**src/rtl/frame_buffer_scanout_controller.sv**
```systemverilog
// Raster timing generator and front-buffer reader for a dual frame buffer display path.
// Optional macro SCANOUT_TEST_PATTERN_EN adds i_test_pattern, which replaces RAM pixels with h^v.
module frame_buffer_scanout_controller #(
  parameter int H_ACTIVE    = 640,
  parameter int H_FRONT     = 16,
  parameter int H_SYNC      = 96,
  parameter int H_BACK      = 48,
  parameter int V_ACTIVE    = 480,
  parameter int V_FRONT     = 10,
  parameter int V_SYNC      = 2,
  parameter int V_BACK      = 33,
  parameter bit HSYNC_POL   = 1'b0,
  parameter bit VSYNC_POL   = 1'b0,
  parameter int PIXEL_WIDTH = 8,
  parameter int ADDR_WIDTH  = $clog2(H_ACTIVE * V_ACTIVE)
) (
  input  logic                   i_clk,
  input  logic                   i_arst_n,
  input  logic                   i_rasterization_target,
`ifdef SCANOUT_TEST_PATTERN_EN
  input  logic                   i_test_pattern,
`endif
  output logic                   o_frame_buffer_swap_allowed,
  output logic                   o_rd_en,
  output logic [ADDR_WIDTH-1:0]  o_rd_addr,
  output logic                   o_rd_buffer_sel,
  input  logic [PIXEL_WIDTH-1:0] i_rd_data,
  output logic [PIXEL_WIDTH-1:0] o_pixel,
  output logic                   o_de,
  output logic                   o_hsync,
  output logic                   o_vsync,
  output logic                   o_frame_start
);

  localparam int H_TOTAL = H_ACTIVE + H_FRONT + H_SYNC + H_BACK;
  localparam int V_TOTAL = V_ACTIVE + V_FRONT + V_SYNC + V_BACK;
  localparam int HW      = $clog2(H_TOTAL + 1);
  localparam int VW      = $clog2(V_TOTAL + 1);

  localparam logic [HW-1:0] H_ACT     = HW'(H_ACTIVE);
  localparam logic [HW-1:0] H_LAST    = HW'(H_TOTAL - 1);
  localparam logic [HW-1:0] HS_START  = HW'(H_ACTIVE + H_FRONT);
  localparam logic [HW-1:0] HS_END    = HW'(H_ACTIVE + H_FRONT + H_SYNC);
  localparam logic [VW-1:0] V_ACT     = VW'(V_ACTIVE);
  localparam logic [VW-1:0] V_LAST    = VW'(V_TOTAL - 1);
  localparam logic [VW-1:0] VS_START  = VW'(V_ACTIVE + V_FRONT);
  localparam logic [VW-1:0] VS_END    = VW'(V_ACTIVE + V_FRONT + V_SYNC);

  logic [HW-1:0] h_cnt;
  logic [VW-1:0] v_cnt;
  logic          h_last, v_last, at_origin, active, h_in_sync, v_in_sync;
  logic          tp_req;

  assign h_last    = (h_cnt == H_LAST);
  assign v_last    = (v_cnt == V_LAST);
  assign at_origin = (h_cnt == '0) && (v_cnt == '0);
  assign active    = (h_cnt < H_ACT) && (v_cnt < V_ACT);
  assign h_in_sync = (h_cnt >= HS_START) && (h_cnt < HS_END);
  assign v_in_sync = (v_cnt >= VS_START) && (v_cnt < VS_END);

`ifdef SCANOUT_TEST_PATTERN_EN
  assign tp_req = i_test_pattern;
`else
  assign tp_req = 1'b0;
`endif

  // NOTE: all state below uses non-blocking assignments so every register samples
  // pre-edge values; blocking here would collapse the pipeline stages into one.
  always_ff @(posedge i_clk or negedge i_arst_n) begin
    if (!i_arst_n) begin
      h_cnt <= '0;
      v_cnt <= '0;
    end else if (h_last) begin
      h_cnt <= '0;
      v_cnt <= v_last ? '0 : v_cnt + 1'b1;
    end else begin
      h_cnt <= h_cnt + 1'b1;
    end
  end

  // Stage 1: read request, buffer latch and timing registered from the counters.
  logic de1, hs1, vs1, fs1;

  always_ff @(posedge i_clk or negedge i_arst_n) begin
    if (!i_arst_n) begin
      o_rd_en                     <= 1'b0;
      o_rd_addr                   <= '0;
      o_rd_buffer_sel             <= 1'b1;
      o_frame_buffer_swap_allowed <= 1'b0;
      de1                         <= 1'b0;
      hs1                         <= ~HSYNC_POL;
      vs1                         <= ~VSYNC_POL;
      fs1                         <= 1'b0;
    end else begin
      o_rd_en   <= active && !tp_req;
      // Linear address advances once per issued read; no h*V_ACTIVE multiply needed.
      o_rd_addr <= at_origin ? '0 : o_rd_addr + ADDR_WIDTH'(o_rd_en);
      if (at_origin) o_rd_buffer_sel <= ~i_rasterization_target;
      // Last blanking line excluded so a swap settles before the next origin latch.
      o_frame_buffer_swap_allowed <= (v_cnt >= V_ACT) && (v_cnt < V_LAST);
      de1 <= active;
      hs1 <= h_in_sync ? HSYNC_POL : ~HSYNC_POL;
      vs1 <= v_in_sync ? VSYNC_POL : ~VSYNC_POL;
      fs1 <= at_origin;
    end
  end

  logic [PIXEL_WIDTH-1:0] src_pixel;

`ifdef SCANOUT_TEST_PATTERN_EN
  logic [31:0]            pat_full;
  logic [PIXEL_WIDTH-1:0] pat1, pat2;
  logic                   tp1, tp2;

  assign pat_full = 32'(h_cnt) ^ 32'(v_cnt);

  always_ff @(posedge i_clk or negedge i_arst_n) begin
    if (!i_arst_n) begin
      pat1 <= '0;
      pat2 <= '0;
      tp1  <= 1'b0;
      tp2  <= 1'b0;
    end else begin
      pat1 <= pat_full[PIXEL_WIDTH-1:0];
      pat2 <= pat1;
      tp1  <= i_test_pattern;
      tp2  <= tp1;
    end
  end

  assign src_pixel = tp2 ? pat2 : i_rd_data;
`else
  assign src_pixel = i_rd_data;
`endif

  // Stage 2 waits for RAM data; stage 3 drives the pins.
  logic de2, hs2, vs2, fs2;

  always_ff @(posedge i_clk or negedge i_arst_n) begin
    if (!i_arst_n) begin
      de2           <= 1'b0;
      hs2           <= ~HSYNC_POL;
      vs2           <= ~VSYNC_POL;
      fs2           <= 1'b0;
      o_pixel       <= '0;
      o_de          <= 1'b0;
      o_hsync       <= ~HSYNC_POL;
      o_vsync       <= ~VSYNC_POL;
      o_frame_start <= 1'b0;
    end else begin
      de2           <= de1;
      hs2           <= hs1;
      vs2           <= vs1;
      fs2           <= fs1;
      o_pixel       <= de2 ? src_pixel : '0;
      o_de          <= de2;
      o_hsync       <= hs2;
      o_vsync       <= vs2;
      o_frame_start <= fs2;
    end
  end

endmodule

```
**config.mk**
```make
export PLATFORM = sky130hd
export DESIGN_NAME = frame_buffer_scanout_controller
export DESIGN_NICKNAME = d
export VERILOG_FILES = /design/src/rtl/frame_buffer_scanout_controller.sv
export SDC_FILE = /design/constraint.sdc
export NUM_CORES = 1
export LEC_CHECK = 0
export CORE_ASPECT_RATIO = 1.5
export CORE_MARGIN = 1.5
export CORE_UTILIZATION = 45
export DETAILED_ROUTE_END_ITERATION = 8
export PLACE_DENSITY = 0.71
export SLEW_MARGIN = 20
export SYNTH_ARGS = -nofsm -noshare
export SYNTH_HDL_FRONTEND = slang
export SYNTH_SLANG_ARGS = --single-unit
```
**constraint.sdc**
```tcl
create_clock -name i_clk -period 3.5 [get_ports i_clk]
set_input_delay 0.35 -clock i_clk [delete_from_list [all_inputs] [get_ports i_clk]]
set_output_delay 0.35 -clock i_clk [all_outputs]
set_load 0.05 [all_outputs]
```
==> images/placed.png <==
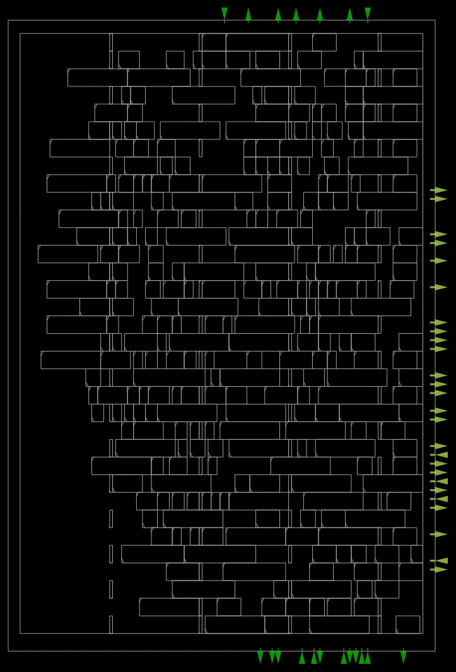
FILL cells: 500
Core ar.: 5740 sq um
FFs & Latches: 61

==> images/clock_wires.png <==
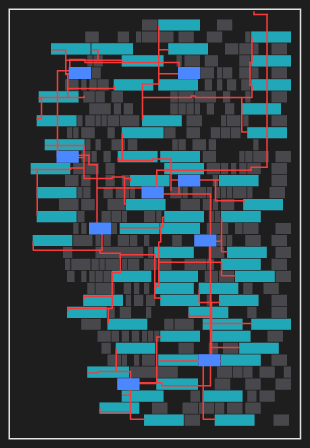
clock wires: shown in red, length 792 um. clock-net drivers: shown in blue, count 9. flip-flops: shown in cyan, count 61.
Position of the flops: all over the die.

==> flow_metrics.tcl <==
# collected from the flow reports
set metrics [dict create \
    status "finished clean" \
    die_x_um 65.8 \
    ioPinCount 45 \
    fin_nets 319 \
    grt_setup_unrepaired "no" \
    finalHoldViolations 0 \
    vias 2007 \
    grt_use_met3_pct 5.79 \
    postSynthSeqShare_pct 57.6 \
    clkTransAtPathRegs_ps 70 \
    flop_area_sq_um 1540 \
    topRoutingLayerUsed "met4" \
    warnings 29 \
    clock_latency_ps 340 \
    critPathCapture "v_cnt[2]" \
    numSynthFlops 61 \
    mux_share_pct 1.13 \
    slowest_delay_ps 600 \
    worst_clock_skew_ps 7.93 \
    peakVddDrop_v 0.000236 \
    die_h_um 97.3 \
    initial_core_util_pct 46.4 \
    synth_area_sq_um 2670 \
    drc 0 \
    drive_gt1_share_pct 10.5 \
    seq_share_pct 44.9 \
    fp_nets 266 \
    xor_share_pct 8.22 \
    clockBufferCount 11 \
    async_flop_share_pct 100 \
    p_seq_mw 0.712 \
    antenna_found_initial 0 \
    power_leader "the clock network" \
    synth_top_cell_by_count "dfrtp_1" \
    reg_top3 "o_rd_addr (19), h_cnt (10), v_cnt (10)" \
    total_power_mw 1.49 \
    path_class "reg2reg" \
    cts_setup_buffers 0 \
    place_inst 362 \
    first_pass_iters 4 \
    min_period_ps 2220 \
    drv_cap 0 \
    critPathRequiredTime_ps 3710 \
    netSwitchingFraction_pct 21.3 \
    drt-met1-wl_mm 2.10 \
    post_dp_cell_area_sq_um 3190 \
    wl_met2_mm 2.81 \
    synth_warnings 0 \
    top_cells_by_count "dfrtp_1, nor2_1, nand2_1" \
    synthAoiAreaFrac_pct 4.65 \
    nonClockInverterCount 11 \
    dp_hpwl_mm 3.86 \
    leakage_nw 1.41 \
    cts-root-buf "clkbuf_8" \
    comb_area_sq_um 1070 \
    largest_register_ffs 19 \
    drtIter0Drc 112 \
    synth_top_area_share_pct 50.7 \
    worst-path-max-fanout 7 \
    power-per-cell-area_nw_per_um2 435 \
]
==> images/ff_map.png <==
The bar under the picture is 20 um long. Other sequential cells in the stronger grey, the rest of the logic in the fainter grey.
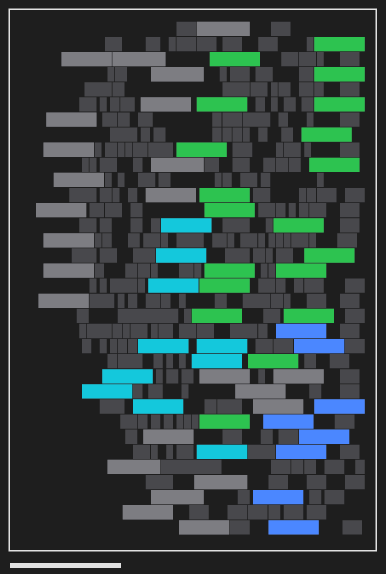
o_pixel: shown in blue, sequential cells 8, where south-east. v_cnt: shown in cyan, sequential cells 10. o_rd_addr: shown in green, sequential cells 19.

Power is estimated from default activity; no workload was simulated.
